## config.mk

```make
export PLATFORM = sky130hd
export DESIGN_NAME = axis_packet_arbiter
export DESIGN_NICKNAME = d
export VERILOG_FILES = /design/src/rtl/axis_arb_pkg.sv /design/src/rtl/axis_packet_arbiter_rr_pick.sv /design/src/rtl/axis_packet_arbiter.sv
export SDC_FILE = /design/constraint.sdc
export NUM_CORES = 1
export LEC_CHECK = 0
export ABC_AREA = 1
export CORE_AREA = 2 2 126 128
export CTS_BUF_LIST = sky130_fd_sc_hd__clkbuf_4
export DETAILED_ROUTE_END_ITERATION = 10
export DIE_AREA = 0 0 128 130
export GPL_TIMING_DRIVEN = 0
export PLACE_DENSITY = 0.73
export SKIP_LAST_GASP = 1
export SLEW_MARGIN = 20
export SYNTH_ARGS = -nofsm -noshare
export SYNTH_HDL_FRONTEND = slang
export SYNTH_SLANG_ARGS = --single-unit
```

## constraint.sdc

```tcl
create_clock -name aclk -period 1.85 [get_ports aclk]
set_clock_uncertainty 0.2 [all_clocks]
set_input_delay 0.37 -clock aclk [delete_from_list [all_inputs] [get_ports aclk]]
set_output_delay 0.37 -clock aclk [all_outputs]
set_load 0.01 [all_outputs]
```

## src/rtl/axis_arb_pkg.sv

```systemverilog
// Shared types and defaults for the packet-atomic AXI-Stream arbiter.
package axis_arb_pkg;

    typedef enum logic [0:0] {
        IDLE = 1'b0,
        PASS = 1'b1
    } arb_state_e;

    localparam int DEF_NUM_SRC = 4;
    localparam int DEF_DATA_W  = 32;
    localparam int DEF_ID_W    = 8;
    localparam int DEF_DEST_W  = 8;
    localparam int DEF_USER_W  = 1;
    localparam int DEF_CNT_W   = 16;

    // Index width for n sources; never narrower than one bit.
    function automatic int idx_w(input int n);
        return (n > 1) ? $clog2(n) : 1;
    endfunction

endpackage

```

## src/rtl/axis_packet_arbiter_rr_pick.sv

```systemverilog
// Combinational round-robin selector: first requester after 'last', wrapping modulo NUM_SRC.
module rr_pick
    import axis_arb_pkg::*;
#(
    parameter  int NUM_SRC = DEF_NUM_SRC,
    localparam int IDX_W   = idx_w(NUM_SRC)
) (
    input  logic [NUM_SRC-1:0] req,
    input  logic [IDX_W-1:0]   last,
    output logic [IDX_W-1:0]   idx,
    output logic               any
);

    int               cand;
    logic [IDX_W-1:0] cand_idx;

    always_comb begin
        idx      = '0;
        any      = 1'b0;
        cand     = 0;
        cand_idx = '0;
        for (int k = 1; k <= NUM_SRC; k++) begin
            cand     = (int'(last) + k) % NUM_SRC;
            cand_idx = IDX_W'(cand);
            if (!any && req[cand_idx]) begin
                any = 1'b1;
                idx = cand_idx;
            end
        end
    end

endmodule

```

## src/rtl/axis_packet_arbiter.sv

```systemverilog
// Packet-atomic round-robin arbiter sharing one AXI-Stream sink among NUM_SRC sources.
module axis_packet_arbiter
    import axis_arb_pkg::*;
#(
    parameter  int NUM_SRC = DEF_NUM_SRC,
    parameter  int DATA_W  = DEF_DATA_W,
    parameter  int ID_W    = DEF_ID_W,
    parameter  int DEST_W  = DEF_DEST_W,
    parameter  int USER_W  = DEF_USER_W,
    parameter  int CNT_W   = DEF_CNT_W,
    localparam int KEEP_W  = DATA_W / 8,
    localparam int IDX_W   = idx_w(NUM_SRC)
) (
    input  logic                       aclk,
    input  logic                       aresetn,
    input  logic [NUM_SRC-1:0]         s_tvalid,
    output logic [NUM_SRC-1:0]         s_tready,
    input  logic [NUM_SRC*DATA_W-1:0]  s_tdata,
    input  logic [NUM_SRC*KEEP_W-1:0]  s_tkeep,
    input  logic [NUM_SRC*KEEP_W-1:0]  s_tstrb,
    input  logic [NUM_SRC-1:0]         s_tlast,
    input  logic [NUM_SRC*ID_W-1:0]    s_tid,
    input  logic [NUM_SRC*DEST_W-1:0]  s_tdest,
    input  logic [NUM_SRC*USER_W-1:0]  s_tuser,
    output logic                       m_tvalid,
    input  logic                       m_tready,
    output logic [DATA_W-1:0]          m_tdata,
    output logic [KEEP_W-1:0]          m_tkeep,
    output logic [KEEP_W-1:0]          m_tstrb,
    output logic                       m_tlast,
    output logic [ID_W-1:0]            m_tid,
    output logic [DEST_W-1:0]          m_tdest,
    output logic [USER_W-1:0]          m_tuser,
    output logic                       grant_valid,
    output logic [IDX_W-1:0]           grant_idx,
    output logic [CNT_W-1:0]           last_pkt_beats,
    output logic                       pkt_done
);

    arb_state_e       state_q, state_d;
    logic [IDX_W-1:0] grant_idx_q, grant_idx_d;
    logic [IDX_W-1:0] rr_last_q, rr_last_d;
    logic             grant_valid_q, grant_valid_d;
    logic             pkt_done_q, pkt_done_d;
    logic [CNT_W-1:0] beat_cnt_q, beat_cnt_d;
    logic [CNT_W-1:0] last_pkt_beats_q, last_pkt_beats_d;
    logic [CNT_W-1:0] beat_inc;
    logic [IDX_W-1:0] pick_idx;
    logic             pick_any;
    logic             m_hs;

    rr_pick #(.NUM_SRC(NUM_SRC)) u_pick (
        .req  (s_tvalid),
        .last (rr_last_q),
        .idx  (pick_idx),
        .any  (pick_any)
    );

    // Payload follows the registered owner; valid/ready only open while passing a packet.
    always_comb begin
        m_tvalid = 1'b0;
        s_tready = '0;
        m_tdata  = s_tdata[grant_idx_q*DATA_W +: DATA_W];
        m_tkeep  = s_tkeep[grant_idx_q*KEEP_W +: KEEP_W];
        m_tstrb  = s_tstrb[grant_idx_q*KEEP_W +: KEEP_W];
        m_tlast  = s_tlast[grant_idx_q];
        m_tid    = s_tid[grant_idx_q*ID_W +: ID_W];
        m_tdest  = s_tdest[grant_idx_q*DEST_W +: DEST_W];
        m_tuser  = s_tuser[grant_idx_q*USER_W +: USER_W];
        if (state_q == PASS) begin
            m_tvalid              = s_tvalid[grant_idx_q];
            s_tready[grant_idx_q] = m_tready;
        end
    end

    assign m_hs     = m_tvalid & m_tready;
    assign beat_inc = (&beat_cnt_q) ? beat_cnt_q : beat_cnt_q + 1'b1;

    always_comb begin
        state_d          = state_q;
        grant_idx_d      = grant_idx_q;
        grant_valid_d    = grant_valid_q;
        rr_last_d        = rr_last_q;
        beat_cnt_d       = beat_cnt_q;
        last_pkt_beats_d = last_pkt_beats_q;
        pkt_done_d       = 1'b0;
        case (state_q)
            IDLE: begin
                if (pick_any) begin
                    grant_idx_d   = pick_idx;
                    grant_valid_d = 1'b1;
                    state_d       = PASS;
                end
            end
            PASS: begin
                if (m_hs) begin
                    if (m_tlast) begin
                        last_pkt_beats_d = beat_inc;
                        pkt_done_d       = 1'b1;
                        beat_cnt_d       = '0;
                        rr_last_d        = grant_idx_q;
                        grant_valid_d    = 1'b0;
                        state_d          = IDLE;
                    end else begin
                        beat_cnt_d = beat_inc;
                    end
                end
            end
            default: state_d = IDLE;
        endcase
    end

    // rr_last resets to the top index so the first search after reset starts at source 0.
    always_ff @(posedge aclk or negedge aresetn) begin
        if (!aresetn) begin
            state_q          <= IDLE;
            grant_idx_q      <= '0;
            grant_valid_q    <= 1'b0;
            rr_last_q        <= IDX_W'(NUM_SRC - 1);
            beat_cnt_q       <= '0;
            last_pkt_beats_q <= '0;
            pkt_done_q       <= 1'b0;
        end else begin
            state_q          <= state_d;
            grant_idx_q      <= grant_idx_d;
            grant_valid_q    <= grant_valid_d;
            rr_last_q        <= rr_last_d;
            beat_cnt_q       <= beat_cnt_d;
            last_pkt_beats_q <= last_pkt_beats_d;
            pkt_done_q       <= pkt_done_d;
        end
    end

    assign grant_valid    = grant_valid_q;
    assign grant_idx      = grant_idx_q;
    assign last_pkt_beats = last_pkt_beats_q;
    assign pkt_done       = pkt_done_q;

endmodule

```

### PDN straps and rails, run 1

Drawn at 3 px/um. Pins as bars on the die edge.
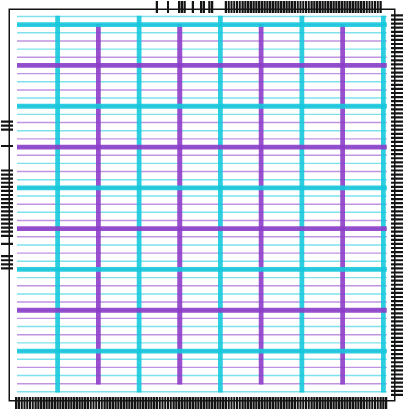
net	colour
VSS	cyan
VDD	purple
met5 straps	9
met4 straps	9
met1 rails	47
rows	46
signal pins	322
Core ar.: 0.01542 mm2
worst vdd ir: 0.5353 mV

### Routed clock nets over the placement, run 1

Drawn at 4 px/um.
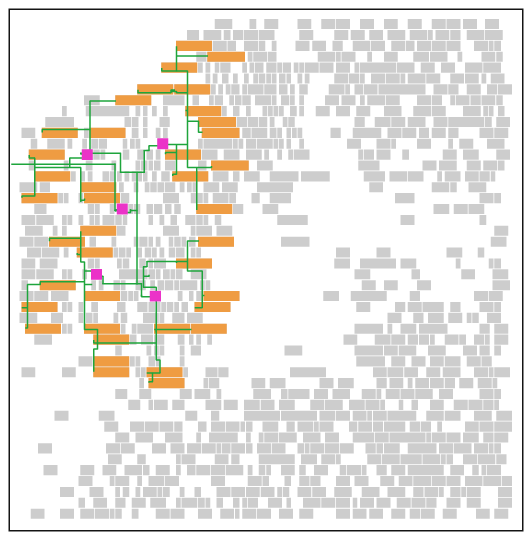
[clock wires] green | length: 484 um
[flip-flops] orange | count: 39
[clock-net drivers] magenta | count: 5
routed clock nets	6
Latency at later pin: 0.36 ns
Clock Power Share: 0.050
clk pwr: 0.572 mW

### Cell classes on the final placement, run 1

Drawn at 4 px/um. Fill, decap, tap and diode cells in grey.
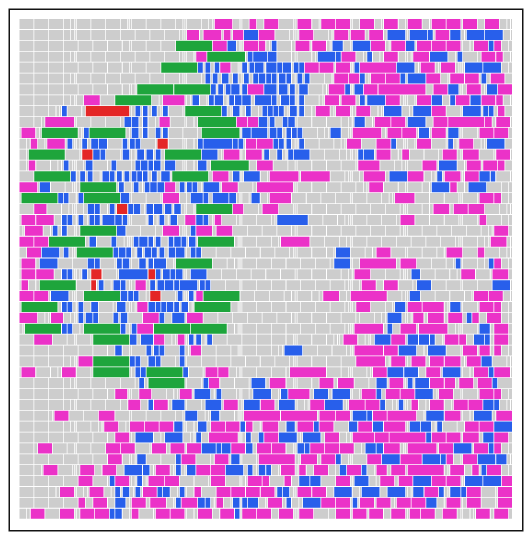
class	colour	cells	share of their area
clock drivers and dummy loads	red	8	0.94%
remaining buffers and delay cells	magenta	402	52%
remaining logic cells	blue	474	35%
registers	green	39	12%
Cell Rows: 46
sequential cell area share: 0.1173

==> ci_impl_report.md, run 1 <==
### Metrics collected by this job

| Metric | Value |
|---|---|
| Status | finished, violations left |
| Failing checks | setup timing |
| DR pass1 iterations | 5 |
| Top power group | combinational cells |
| FILL cells | 1438 |
| H-Tree Depth | 2 |
| Commonest Layout Cell | clkdlybuf4s50_1 |
| And-or/or-and share of the synthesized area | 0.2392 |
| Ratio of cells with drive above 1 in the final layout | 0.2969 |
| Most Crowded Layer GR | met2 |
| CP max FO | 8 |
| Fin. max-slew vios | 0 |
| Drt initial violations | 291 |
| Flop area | 980.9 um2 |
| Yosys stat area | 0.003447 mm2 |
| Final Hold Fails | 0 |
| Layout Utilization | 0.5419 |
| Die height | 130 um |
| Yosys cell count | 546 |
| FF-to-FF End | rr_last_q[1] |
| Yosys adder share | 0.003630 |
| Number of global-route vias before repair | 5379 |
| Total tool warning count | 28 |
| Synth area leader | dfrtp_1 |
| Mux share | 0 |
| Ant. Diodes | 3 |
| GRT Util Overall | 0.2523 |
| Required time of the critical path | 1.28 ns |
| WL/cell | 20.53 um |
| Fin crit period | 2.419 ns |
| Post-synth seq share | 0.2838 |
| DR vias/cell | 4.929 |
| Worst setup SP type | flop |
| Final setup viols | 101 |
| Setup TNS | -40.92 ns |
| Comb/total area | 0.3224 |
| Clk tree area frac | 0.009130 |
| Buffers added on ports | 321 |
| Cell Area, Synth | 0.003447 mm2 |
| Mean Syn Cell Area | 6.313 um2 |
| DRT antenna net count | 0 |
| Logic power comb | 9.51 mW |
| Syn Inst Count | 546 |
| Biggest area cells | dfrtp_1 27%, nand2_1 25%, a22oi_1 19%, nand3_1 6.8%, inv_1 3.4% |
| GPL Wtd Cong | 0.9193 |
| CP Capture Type | output pin |
| Setup WS post-layout | -0.5690 ns |
| Inverters | 35 |
| Layout non-clock buf frac | 0.5034 |
| Top-area cell share | 0.2686 |
| Largest net degree at the start of global routing | 33 |
| CTS Sinks | 39 |
| Pre-Place Util | 0.2235 |
| Ys flops | 39 |
| # nets final | 1162 |
| Combinational gate count | 439 |
| Met3 usage | 0.08241 |
| Vias after detailed routing | 5511 |
| Number of I/O pins | 322 |
| RSZ-0062 raised after global routing | true |
| Top logic family | simple AND/OR/NAND/NOR gates |
| Sequential cell power | 1.46 mW |
| Top cells excl fill/tap | 239 x clkdlybuf4s50_1, 197 x nand2_1, 53 x a22oi_2, 45 x buf_6, 37 x nand3_1 |
| Num CTS Buffers | 5 |
[run 1: worst max-delay path, cell delays in order, from the launching register on]
cell and delay, ns:
dfrtp_2 0.53, inv_4 0.10, nor2_4 0.04, clkbuf_16 0.17, buf_12 0.14, a22oi_2 0.29, nand2_1 0.08, buf_2 0.15
[run 1: flip-flops by register name, summed over array words and instances (netlist names)]
register	cells
beat_cnt_q	16
grant_valid	1
rr_last_q	2
state_q	1
last_pkt_beats	16
pkt_done	1
grant_idx	2
[run 1: repair_timing]
action | 4_1_cts | 5_1_grt
gates resized | 426 | 114
gates cloned | 3 | 9
buffers inserted | 28 | 9
setup endpoints to repair | 113 | 113
hold endpoints to repair | 37 | 0
hold buffers | 1 | 0
pin swaps | 25 | 40
## Run 2: what changed since run 1
--- a/config.mk
+++ b/config.mk
@@ -6,12 +6,13 @@
 export NUM_CORES = 1
 export LEC_CHECK = 0
 export ABC_AREA = 1
-export CORE_AREA = 2 2 126 128
+export CORE_AREA = 2 2 124 126
 export CTS_BUF_LIST = sky130_fd_sc_hd__clkbuf_4
 export DETAILED_ROUTE_END_ITERATION = 10
-export DIE_AREA = 0 0 128 130
+export DIE_AREA = 0 0 126 128
 export GPL_TIMING_DRIVEN = 0
-export PLACE_DENSITY = 0.73
+export HOLD_SLACK_MARGIN = 0.15
+export PLACE_DENSITY = 0.72
 export SKIP_LAST_GASP = 1
 export SLEW_MARGIN = 20
 export SYNTH_ARGS = -nofsm -noshare
==> constraint.sdc (replaced) <==
create_clock -name aclk -period 2.6 [get_ports aclk]
set_clock_uncertainty 0.2 [all_clocks]
set_input_delay 0.52 -clock aclk [delete_from_list [all_inputs] [get_ports aclk]]
set_output_delay 0.52 -clock aclk [all_outputs]
set_load 0.01 [all_outputs]
==> run 2 against run 1 <==
  * Register-to-register slack better by 0.83 ns
  * Cell area down 11%
  * The run still ends with setup timing left
  * Routed wire length down 6.3%
  * Setup slack better by 0.56 ns
  * Clock power down 29%
  * Critical path depth up 1
  * Utilization down 4.3 points
  * Area after synthesis unchanged
  * First-iteration DRC count down 0.34%
  * Clock-buffer cell count unchanged
  * Highest routed layer is now met5
==> ci_impl_report.md, run 2 <==
### Metrics collected by this job

| Metric | Value |
|---|---|
| Switching Share | 0.4757 |
| Setup TNS | -0.01738 ns |
| Largest cell class by area | non-clock buffers |
| DRT antenna net count | 0 |
| Cell Count Post-Placement | 1056 |
| Post-synth net total | 786 |
| FF-to-FF setup slack | 0.45 ns |
| Yosys Warn Count | 0 |
| EDFF count, synth | 0 |
| Nonclk buf count | 379 |
| Ys flops | 39 |
| Biggest cell delay along the critical path | 0.47 ns |
| Root Buffer | clkbuf_4 |
| Drt initial violations | 290 |
| Die Size | 0.01613 mm2 |
| Met3 usage | 0.06761 |
| DR vias/cell | 4.933 |
| Crit path to | m_tkeep[0] |
| Clk pwr | 0.408 mW |
| Tap Count | 188 |
| Asr flop ratio synth | 1.000 |
| CP cell instances | buf_6 -> nor2_4 -> buf_8 -> buf_6 -> buf_12 -> a22oi_1 -> nand2_1 -> buf_6 |
| Sequential cell area share | 0.1323 |
| Remaining DRCs | 0 |
| Type of the worst setup path | reg -> out |
| Mean Syn Cell Area | 6.313 um2 |
| Core ar. | 0.01486 mm2 |
| Cell Area, Synth | 0.003447 mm2 |
| Max Used Layer | met5 |
| Met3 WL | 1840 um |
| Dpl ws | -0.8110 ns |
| Combinational gate count | 439 |
| CTS tree | yes |
| Post-synth seq share | 0.2838 |
| First-pass GRT wire length | 30220 um |
| Commonest flop | dfrtp_1 |
| Layout non-clock buf frac | 0.4897 |
| Hold WC Path Type | reg -> reg |
| Clk tree area frac | 0.01097 |
| Most common cell in the netlist | nand2_1 |
| Num CTS Buffers | 5 |
| Slew @ Worst Pin | 0.4246 ns |
| H-Tree Depth | 2 |
| Synth area leader | dfrtp_1 |
| DR pass1 iterations | 7 |
| Logic power comb | 5.48 mW |
| Fin. max-slew vios | 0 |
| Sequential share of power | 0.148 |
| Setup WS post-layout | -0.01060 ns |
| Failing checks | setup timing |
| Reg2Reg Depth | 11 |
| Area grow syn2layout | 115.1% |
| Biggest area cells | dfrtp_1 27%, nand2_1 25%, a22oi_1 19%, nand3_1 6.8%, inv_1 3.4% |
| GPL Wtd Cong | 0.8929 |
| RSZ-0062 raised after global routing | true |
| Worst setup SP type | flop |
| Die W | 126 um |
| Total tool warning count | 28 |
| M1 WL | 8403 um |
| Buffers added on ports | 321 |
| FILL cells | 1468 |
| DR WL met2 | 10930 um |
| Dpl cell area | 0.006918 mm2 |
| Clock buffers | 5 |
| Critical path's top delay family | buffers and inverters |
| Final period util | 1.004 |
| Top power group | combinational cells |
| Worst Min Path Start | last_pkt_beats[13] |
| Status | finished, violations left |
| Cell Rows | 45 |
| Critical-path top delay cell | dfrtp_2 |
| Comb/total area | 0.3166 |
| Required time of the critical path | 1.88 ns |
| Initial antenna violation count | 6 |
| # Max-Cap Violations | 0 |
| Inverters | 35 |
| CTS max path bufs | 2 |
| CTS Sinks | 39 |
| Die height | 128 um |
| Postcts setup bufs | 10 |
| P_leak | 3.368 nW |
| Comb area | 0.002347 mm2 |
| Ant. Diodes | 1 |
| Final Hold Fails | 0 |
| Fin crit period | 2.611 ns |
| Worst vdd ir | 0.5356 mV |
| Syn Inst Count | 546 |
| Post-CTS Hold Fix Bufs | 1 |
| Final Non-Filler Cells | 1089 |
| Final HPWL DP | 17340 um |
| Design area | 0.007415 mm2 |
| Cts repair resizes | 170 |
| P_sw | 3.288 mW |
| Most used cell, CP | buf_6 |
| Top-area cell share | 0.2686 |
| Final setup viols | 4 |
| Post-synth cell types | 32 |
| Critical path depth in cells | 8 |
| Largest net degree at the start of global routing | 25 |
| PD cells | 932.3 mW/mm2 |
| CP Capture Type | output pin |
| Top cells excl fill/tap | 259 x clkdlybuf4s50_1, 225 x nand2_1, 63 x a22oi_1, 46 x nand3_1, 37 x clkbuf_2 |
| Latency at later pin | 0.35 ns |
| CP max FO | 6 |
| CP bufs+invs | 5 |
| Remaining Overflow, GRT | 0 |
| Synth top cells by count | 226 x nand2_1, 89 x a22oi_1, 47 x nand3_1, 37 x dfrtp_1, 31 x inv_1 |
| Worst EP arrival | 1.89 ns |
| Yosys cell count | 546 |
| Most Crowded Layer GR | met2 |
| # nets final | 1139 |
| Clock slew at reported path FFs | 0.12 ns |
| Yosys stat area | 0.003447 mm2 |
| Comb power frac | 0.793 |
| Vias after detailed routing | 5372 |
| FF-to-FF End | last_pkt_beats[11] |
| Commonest Layout Cell | clkdlybuf4s50_1 |
| Number of I/O pins | 322 |
| Worst hold margin | 0.2950 ns |
| Routed WL | 21510 um |
| Ratio of cells with drive above 1 in the final layout | 0.1856 |
| Clock Power Share | 0.059 |
| Pre-Place Util | 0.2319 |
| Num sequential | 39 |
| Slew HR | 0.7148 |
| Internal power | 3.624 mW |
| Worst Setup SP | grant_idx[0] |
| Number of global-route vias before repair | 5040 |
| FMAX | 383.1 MHz |
| Reg2reg start | grant_idx[0] |
| Pwr Total | 6.912 mW |
## run 2: cell counts after synthesis
Identical to the previous run, type by type.
## run 2: cells by family after synthesis
logic type	Yosys count	synth area share
compound gates	119	0.2392
xor+xnor	3	0.007624
fa+ha+maj	1	0.003629
buf+inv	68	0.08349
flops	39	0.2838
simple gates	316	0.3822
## run 2: worst min path at each step
stage | to | slack, ns | cells past startpoint
2_1_floorplan | beat_cnt_q[0] | 0.02 | 0
3_3_place_gp | last_pkt_beats[8] | 0.27 | 2
3_5_place_dp | last_pkt_beats[8] | 0.27 | 2
4_1_cts | last_pkt_beats[13] | 0.30 | 2
5_1_grt | last_pkt_beats[13] | 0.32 | 2
6_report | last_pkt_beats[13] | 0.30 | 2
### Register map, names as in the netlist, run 2

Drawn at 4 px/um. Other sequential cells in the stronger grey, the rest of the logic in the fainter grey.
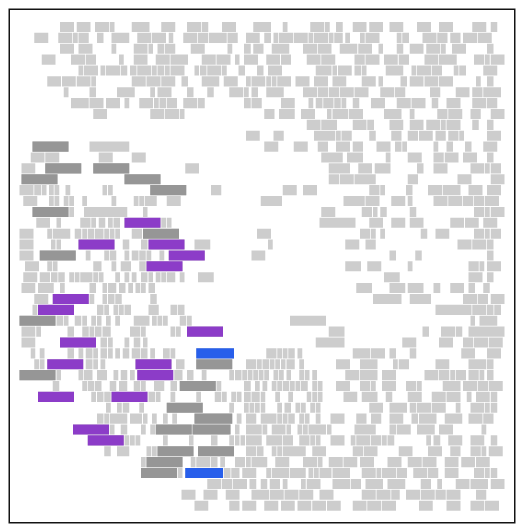
netlist name	colour	sequential cells
beat_cnt_q	purple	16
rr_last_q	blue	2
Layout Utilization: 0.4988
Flop area: 980.9 um2
sequential cell power: 1.02 mW

### Routing congestion, run 2

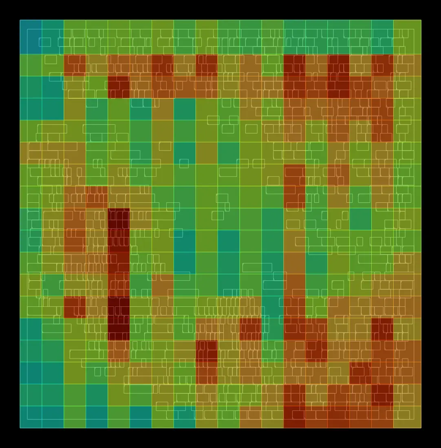
GRT Util Overall: 0.2421
WL/cell: 19.75 um
grt met1 use: 0.2981
met2 usage: 0.4307

Power and IR drop assume default switching activity.
